Fig. 1: a small window of the routed layout
Window x 3 to 53, y 60 to 110 um. Cells in gray, sequential cells in the stronger gray; small squares are vias.
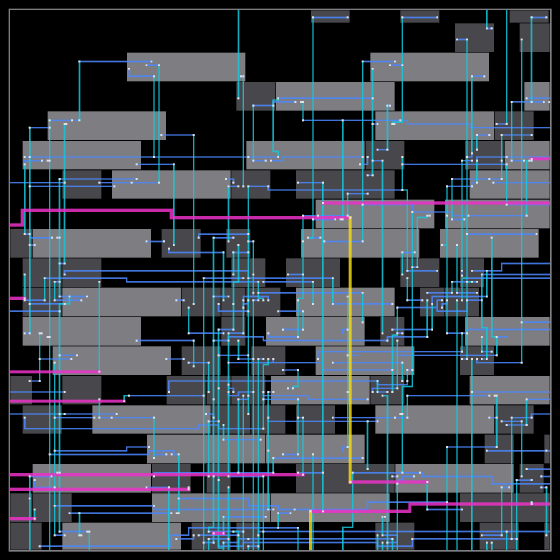
Fig. 2: clock routing
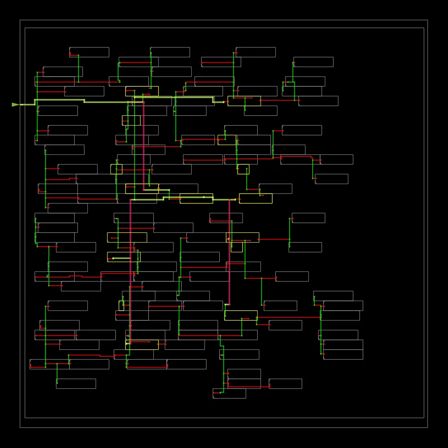
Fig. 3: floorplan with the power grid
Pins as bars on the die edge.
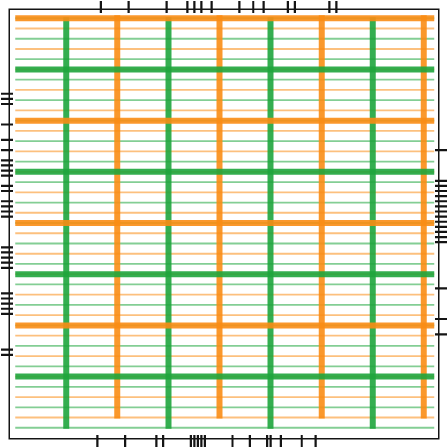
Fig. 4: sequential cells grouped by signal name
Other sequential cells in the stronger gray, the rest of the logic in the fainter gray.
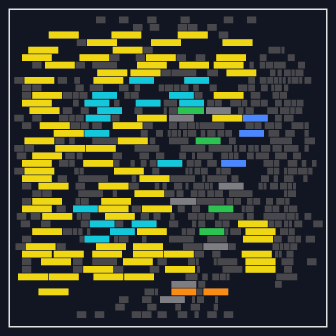
Fig. 5: gate-type map
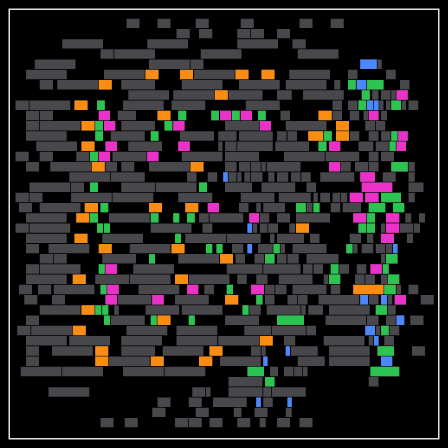
===== src/rtl/regfile_write_arbiter_if.sv =====
// Writeback request, halt and regfile write-port signals shared between
// the writeback requesters and the regfile write arbiter.
interface regfile_write_arbiter_if #(
  parameter int unsigned DATA_WIDTH = 16,
  parameter int unsigned ADDR_WIDTH = 3,
  parameter int unsigned NUM_REGS   = 8
);
  logic                  req0_valid;
  logic                  req0_ready;
  logic [ADDR_WIDTH-1:0] req0_address;
  logic [DATA_WIDTH-1:0] req0_data;
  logic                  req1_valid;
  logic                  req1_ready;
  logic [ADDR_WIDTH-1:0] req1_address;
  logic [DATA_WIDTH-1:0] req1_data;
  logic                  halt;
  logic                  write;
  logic [ADDR_WIDTH-1:0] write_address;
  logic [DATA_WIDTH-1:0] write_data;
  logic                  complete;
  logic [NUM_REGS-1:0]   pending;
  logic                  idle;

  modport master (
    output req0_valid, req0_address, req0_data,
    output req1_valid, req1_address, req1_data,
    output halt,
    input  req0_ready, req1_ready,
    input  write, write_address, write_data, complete, pending, idle
  );

  modport slave (
    input  req0_valid, req0_address, req0_data,
    input  req1_valid, req1_address, req1_data,
    input  halt,
    output req0_ready, req1_ready,
    output write, write_address, write_data, complete, pending, idle
  );
endinterface


===== src/rtl/regfile_write_arbiter.sv =====
// Two queued writeback requesters (ALU, load) round-robin arbitrated onto
// the single regfile write port, with halt -> drain -> complete sequencing.
module regfile_write_arbiter #(
  parameter int unsigned DATA_WIDTH = 16,
  parameter int unsigned ADDR_WIDTH = 3,
  parameter int unsigned NUM_REGS   = 8,
  parameter int unsigned FIFO_DEPTH = 2
) (
  input logic                    clk,
  input logic                    reset,
  regfile_write_arbiter_if.slave bus
);
  localparam int unsigned PTR_W = $clog2(FIFO_DEPTH);
  localparam int unsigned CNT_W = PTR_W + 1;

  typedef struct packed {
    logic [ADDR_WIDTH-1:0] addr;
    logic [DATA_WIDTH-1:0] data;
  } entry_t;

  typedef enum logic [1:0] {ST_RUN, ST_DRAIN, ST_DONE} state_t;

  state_t                state_q;
  logic                  last_q;
  logic                  write_q;
  logic [ADDR_WIDTH-1:0] waddr_q;
  logic [DATA_WIDTH-1:0] wdata_q;
  logic                  complete_q;

  entry_t                mem_q  [2][FIFO_DEPTH];
  logic [CNT_W-1:0]      wptr_q [2];
  logic [CNT_W-1:0]      rptr_q [2];

  logic [1:0]            empty;
  logic [1:0]            full;
  logic [1:0]            ready;
  logic [1:0]            push;
  logic [1:0]            pop;
  logic [1:0]            req_valid;
  entry_t                push_entry [2];
  logic                  gnt_any;
  logic                  gnt_sel;
  entry_t                head;
  logic [CNT_W-1:0]      count [2];
  logic [PTR_W-1:0]      slot;
  logic [NUM_REGS-1:0]   pending;

  // Queue status, handshake and round-robin grant
  always_comb begin
    req_valid     = {bus.req1_valid, bus.req0_valid};
    push_entry[0] = '{addr: bus.req0_address, data: bus.req0_data};
    push_entry[1] = '{addr: bus.req1_address, data: bus.req1_data};
    for (int r = 0; r < 2; r++) begin
      empty[r] = (wptr_q[r] == rptr_q[r]);
      full[r]  = (wptr_q[r][PTR_W] != rptr_q[r][PTR_W]) &&
                 (wptr_q[r][PTR_W-1:0] == rptr_q[r][PTR_W-1:0]);
      ready[r] = !full[r] && (state_q == ST_RUN);
      push[r]  = req_valid[r] && ready[r];
      count[r] = wptr_q[r] - rptr_q[r];
    end
    gnt_any = !empty[0] || !empty[1];
    // Requester 1 wins when it is the only one waiting or requester 0 went last
    gnt_sel = !empty[1] && (empty[0] || !last_q);
    pop[0]  = gnt_any && !gnt_sel;
    pop[1]  = gnt_any && gnt_sel;
    head    = mem_q[gnt_sel][rptr_q[gnt_sel][PTR_W-1:0]];
  end

  // Destination mask of every entry still sitting in either queue
  always_comb begin
    pending = '0;
    slot    = '0;
    for (int r = 0; r < 2; r++) begin
      for (int k = 0; k < int'(FIFO_DEPTH); k++) begin
        if (CNT_W'(k) < count[r]) begin
          slot = rptr_q[r][PTR_W-1:0] + PTR_W'(k);
          pending[mem_q[r][slot].addr] = 1'b1;
        end
      end
    end
  end

  // Queue storage carries no reset; validity comes from the pointers
  always_ff @(posedge clk) begin
    for (int r = 0; r < 2; r++) begin
      if (push[r]) begin
        mem_q[r][wptr_q[r][PTR_W-1:0]] <= push_entry[r];
      end
    end
  end

  always_ff @(posedge clk or posedge reset) begin
    if (reset) begin
      state_q    <= ST_RUN;
      last_q     <= 1'b1;
      write_q    <= 1'b0;
      waddr_q    <= '0;
      wdata_q    <= '0;
      complete_q <= 1'b0;
      for (int r = 0; r < 2; r++) begin
        wptr_q[r] <= '0;
        rptr_q[r] <= '0;
      end
    end else begin
      for (int r = 0; r < 2; r++) begin
        if (push[r]) wptr_q[r] <= wptr_q[r] + CNT_W'(1);
        if (pop[r])  rptr_q[r] <= rptr_q[r] + CNT_W'(1);
      end
      if (gnt_any) begin
        last_q  <= gnt_sel;
        write_q <= 1'b1;
        waddr_q <= head.addr;
        wdata_q <= head.data;
      end else begin
        write_q <= 1'b0;
      end
      case (state_q)
        ST_RUN: begin
          if (bus.halt) state_q <= ST_DRAIN;
        end
        ST_DRAIN: begin
          if (empty[0] && empty[1] && !write_q) begin
            state_q    <= ST_DONE;
            complete_q <= 1'b1;
          end
        end
        ST_DONE: begin
          complete_q <= 1'b1;
        end
        default: begin
          state_q <= ST_RUN;
        end
      endcase
    end
  end

  assign bus.req0_ready    = ready[0];
  assign bus.req1_ready    = ready[1];
  assign bus.write         = write_q;
  assign bus.write_address = waddr_q;
  assign bus.write_data    = wdata_q;
  assign bus.complete      = complete_q;
  assign bus.pending       = pending;
  assign bus.idle          = empty[0] && empty[1] && !write_q;

endmodule


===== src/flat_wrapper.sv =====
// flat-port wrapper written by rule: the top's interface ports become plain ports
module regfile_write_arbiter_flat 
#(
  parameter int unsigned DATA_WIDTH = 16,
  parameter int unsigned ADDR_WIDTH = 3,
  parameter int unsigned NUM_REGS   = 8,
  parameter int unsigned FIFO_DEPTH = 2
)
  (clk, reset, bus_req0_valid, bus_req0_address, bus_req0_data, bus_req1_valid, bus_req1_address, bus_req1_data, bus_halt, bus_req0_ready, bus_req1_ready, bus_write, bus_write_address, bus_write_data, bus_complete, bus_pending, bus_idle);
  regfile_write_arbiter_if #(.DATA_WIDTH(DATA_WIDTH), .ADDR_WIDTH(ADDR_WIDTH), .NUM_REGS(NUM_REGS)) bus_i ();
  input logic clk;
  input logic reset;
  input wire logic [$bits(bus_i.req0_valid)-1:0] bus_req0_valid;
  input wire logic [$bits(bus_i.req0_address)-1:0] bus_req0_address;
  input wire logic [$bits(bus_i.req0_data)-1:0] bus_req0_data;
  input wire logic [$bits(bus_i.req1_valid)-1:0] bus_req1_valid;
  input wire logic [$bits(bus_i.req1_address)-1:0] bus_req1_address;
  input wire logic [$bits(bus_i.req1_data)-1:0] bus_req1_data;
  input wire logic [$bits(bus_i.halt)-1:0] bus_halt;
  output wire logic [$bits(bus_i.req0_ready)-1:0] bus_req0_ready;
  output wire logic [$bits(bus_i.req1_ready)-1:0] bus_req1_ready;
  output wire logic [$bits(bus_i.write)-1:0] bus_write;
  output wire logic [$bits(bus_i.write_address)-1:0] bus_write_address;
  output wire logic [$bits(bus_i.write_data)-1:0] bus_write_data;
  output wire logic [$bits(bus_i.complete)-1:0] bus_complete;
  output wire logic [$bits(bus_i.pending)-1:0] bus_pending;
  output wire logic [$bits(bus_i.idle)-1:0] bus_idle;
  assign bus_i.req0_valid = bus_req0_valid;
  assign bus_i.req0_address = bus_req0_address;
  assign bus_i.req0_data = bus_req0_data;
  assign bus_i.req1_valid = bus_req1_valid;
  assign bus_i.req1_address = bus_req1_address;
  assign bus_i.req1_data = bus_req1_data;
  assign bus_i.halt = bus_halt;
  assign bus_req0_ready = bus_i.req0_ready;
  assign bus_req1_ready = bus_i.req1_ready;
  assign bus_write = bus_i.write;
  assign bus_write_address = bus_i.write_address;
  assign bus_write_data = bus_i.write_data;
  assign bus_complete = bus_i.complete;
  assign bus_pending = bus_i.pending;
  assign bus_idle = bus_i.idle;
  regfile_write_arbiter #(.DATA_WIDTH(DATA_WIDTH), .ADDR_WIDTH(ADDR_WIDTH), .NUM_REGS(NUM_REGS), .FIFO_DEPTH(FIFO_DEPTH)) u_core (.clk(clk), .reset(reset), .bus(bus_i));
endmodule

===== config.mk =====
export PLATFORM = sky130hd
export DESIGN_NAME = regfile_write_arbiter_flat
export DESIGN_NICKNAME = d
export VERILOG_FILES = /design/src/rtl/regfile_write_arbiter_if.sv /design/src/rtl/regfile_write_arbiter.sv /design/src/flat_wrapper.sv
export SDC_FILE = /design/constraint.sdc
export NUM_CORES = 1
export LEC_CHECK = 0
export CORE_UTILIZATION = 39
export CTS_CLUSTER_DIAMETER = 80
export DETAILED_ROUTE_END_ITERATION = 10
export GPL_TIMING_DRIVEN = 1
export PLACE_DENSITY = 0.61
export REMOVE_ABC_BUFFERS = 1
export SLEW_MARGIN = 20
export SYNTH_ARGS = -nofsm -noshare
export SYNTH_HDL_FRONTEND = slang
export SYNTH_SLANG_ARGS = --single-unit
export TNS_END_PERCENT = 5

===== constraint.sdc =====
create_clock -name clk -period 2.1 [get_ports clk]
set_input_delay 0.63 -clock clk [delete_from_list [all_inputs] [get_ports clk]]
set_output_delay 0.63 -clock clk [all_outputs]
set_load 0.01 [all_outputs]

==> impl_metrics.env <==
# source this file to load flow results
export IMPL_grt_max_degree=37
export IMPL_grt_busiest_layer="met2"
export IMPL_status="finished, violations left"
export IMPL_ys_chip_area_um2=4867
export IMPL_syn_avg_cell_area_um2=13.71
export IMPL_r2r_slack_ps=160
export IMPL_hold_path_startpoint="u_core.bus.complete"
export IMPL_largestPowerGroup="combinational logic"
export IMPL_yosys_area_share_aoi=0.1519
export IMPL_grt_pass1_vias=3498
export IMPL_grt_usage=0.1827
export IMPL_vias_per_cell=5.134
export IMPL_fp_utilization=0.4019
export IMPL_row_count=40
export IMPL_maxCapViolations=0
export IMPL_first_pass_iters=4
export IMPL_setup_worst_path_end_class="output port"
export IMPL_r2r_end="u_core.mem_q[0][33]"
export IMPL_lay_top_cells="edfxtp_1, clkdlybuf4s50_1, buf_4, mux2i_1, dfrtp_1"
export IMPL_core_area_um2=12110
export IMPL_common_cells="edfxtp_1, mux2i_1, dfrtp_1"
export IMPL_die_area_um2=12930
export IMPL_top_logic_kind="AND-OR/OR-AND gates"
export IMPL_hold_path_class="flop to flop"
export IMPL_drc=0
export IMPL_switching_power_mw=3.694
export IMPL_hold_end="u_core.bus.complete"
export IMPL_critPathLaunchType="flop"
export IMPL_top_area_cell="edfxtp_1"
export IMPL_clock_area_frac=0.04697
export IMPL_sw_frac_of_total=0.3593
export IMPL_layout_cells_most_common="edfxtp_1"
export IMPL_r2r_start="u_core.rptr_q[2]"
export IMPL_slowest_delay_ps=440
export IMPL_numSynthFlops=108
export IMPL_wl_met2_mm=5.601
export IMPL_slew_limit_headroom=0.7552
export IMPL_synth_top_cell_by_count="edfxtp_1"
export IMPL_largest_register_ffs=76
export IMPL_cts_hold_buf=0
export IMPL_p_seq_frac=0.286
export IMPL_violations="negative setup slack"
export IMPL_synth_top_cell_area_share=0.4689
export IMPL_p_per_area_nw_per_um2=1544
export IMPL_reg2reg_depth=7
export IMPL_p_int_mw=6.589
export IMPL_fin_ws_ps=-454.9
export IMPL_path_delay_family="flip-flops"
export IMPL_dominant_cells="flip-flops and latches"
export IMPL_arrival_ps=1920
export IMPL_port_buffers=74
export IMPL_seq_share=0.4634
export IMPL_crit_type="flop to output port"
export IMPL_nFlopsAndLatches=108
export IMPL_dp_hpwl_mm=7.751
export IMPL_edf_count=76
export IMPL_top_layer="met4"
export IMPL_critPathLaunch="u_core.rptr_q[0]"
export IMPL_power_mw=10.28
export IMPL_dp_cells=631
export IMPL_yosysWarnings=0
export IMPL_setup_tns_ps=-3598
export IMPL_setup_viol=11
export IMPL_cts_resized=69
export IMPL_dp_slack_ps=-477.9
export IMPL_path_depth=6
export IMPL_p_seq_mw=2.94
export IMPL_warning_count=27
export IMPL_cp_slowest_cell="dfrtp_2"
export IMPL_htree_levels=3
export IMPL_clk_pin_slew_ps=70
export IMPL_grt_setup_unrepaired="true"
export IMPL_n_antenna_cell=0
export IMPL_ys_sh_mux=0.07841
export IMPL_endpoint="bus_pending[1]"
export IMPL_grt_pass1_wl_mm=17.78
Back to the opening pictures, Fig. 1:
legend:
  blue:
    layer: M1
  magenta:
    layer: M3
  cyan:
    layer: M2
  yellow:
    layer: M4
netlist names of flops here include: `u_core.mem_q` (25), `u_core.bus.write_data` (7)
cells with their middle in the window: 85
sequential cells in the window: 32
most frequent: edfxtp_1 (25), clkdlybuf4s50_1 (18), mux2i_1 (12)

Back to the opening pictures, Fig. 2:
P_clk: 1.72 mW
Num CTS Buffers: 9
clock buf count: 12

Back to the opening pictures, Fig. 3:
legend:
  orange:
    net: VDD
  green:
    net: VSS
met4 straps: 8
rows: 40
met5 straps: 8
Die Width: 113.7 um
Max VDD drop: 0.0006306 V

Back to the opening pictures, Fig. 4:
legend:
  cyan:
    name_in_the_netlist: `u_core.bus.write_data`
    sequential_cells: 16
  blue:
    name_in_the_netlist: `u_core.bus.write_address`
    sequential_cells: 3
  green:
    name_in_the_netlist: `u_core.rptr_q`
    sequential_cells: 4
  orange:
    name_in_the_netlist: `u_core.state_q`
    sequential_cells: 2
  yellow:
    name_in_the_netlist: `u_core.mem_q`
    sequential_cells: 76
    where: spread over the die
not colored: 7
Final Core Density: 0.5498
register area: 3085 um^2

Back to the opening pictures, Fig. 5:
legend:
  orange:
    family: mux cells
    cells: 38
    most_used: mux2i_1
  magenta:
    family: non-inverting ao/oa cells
    cells: 34
    most_used: a22o_1
  blue:
    family: nor cells
    cells: 18
    most_used: nor2_1
  green:
    family: aoi and oai cells
    cells: 67
    most_used: a31oi_1

Power is estimated from default activity; no workload was simulated.
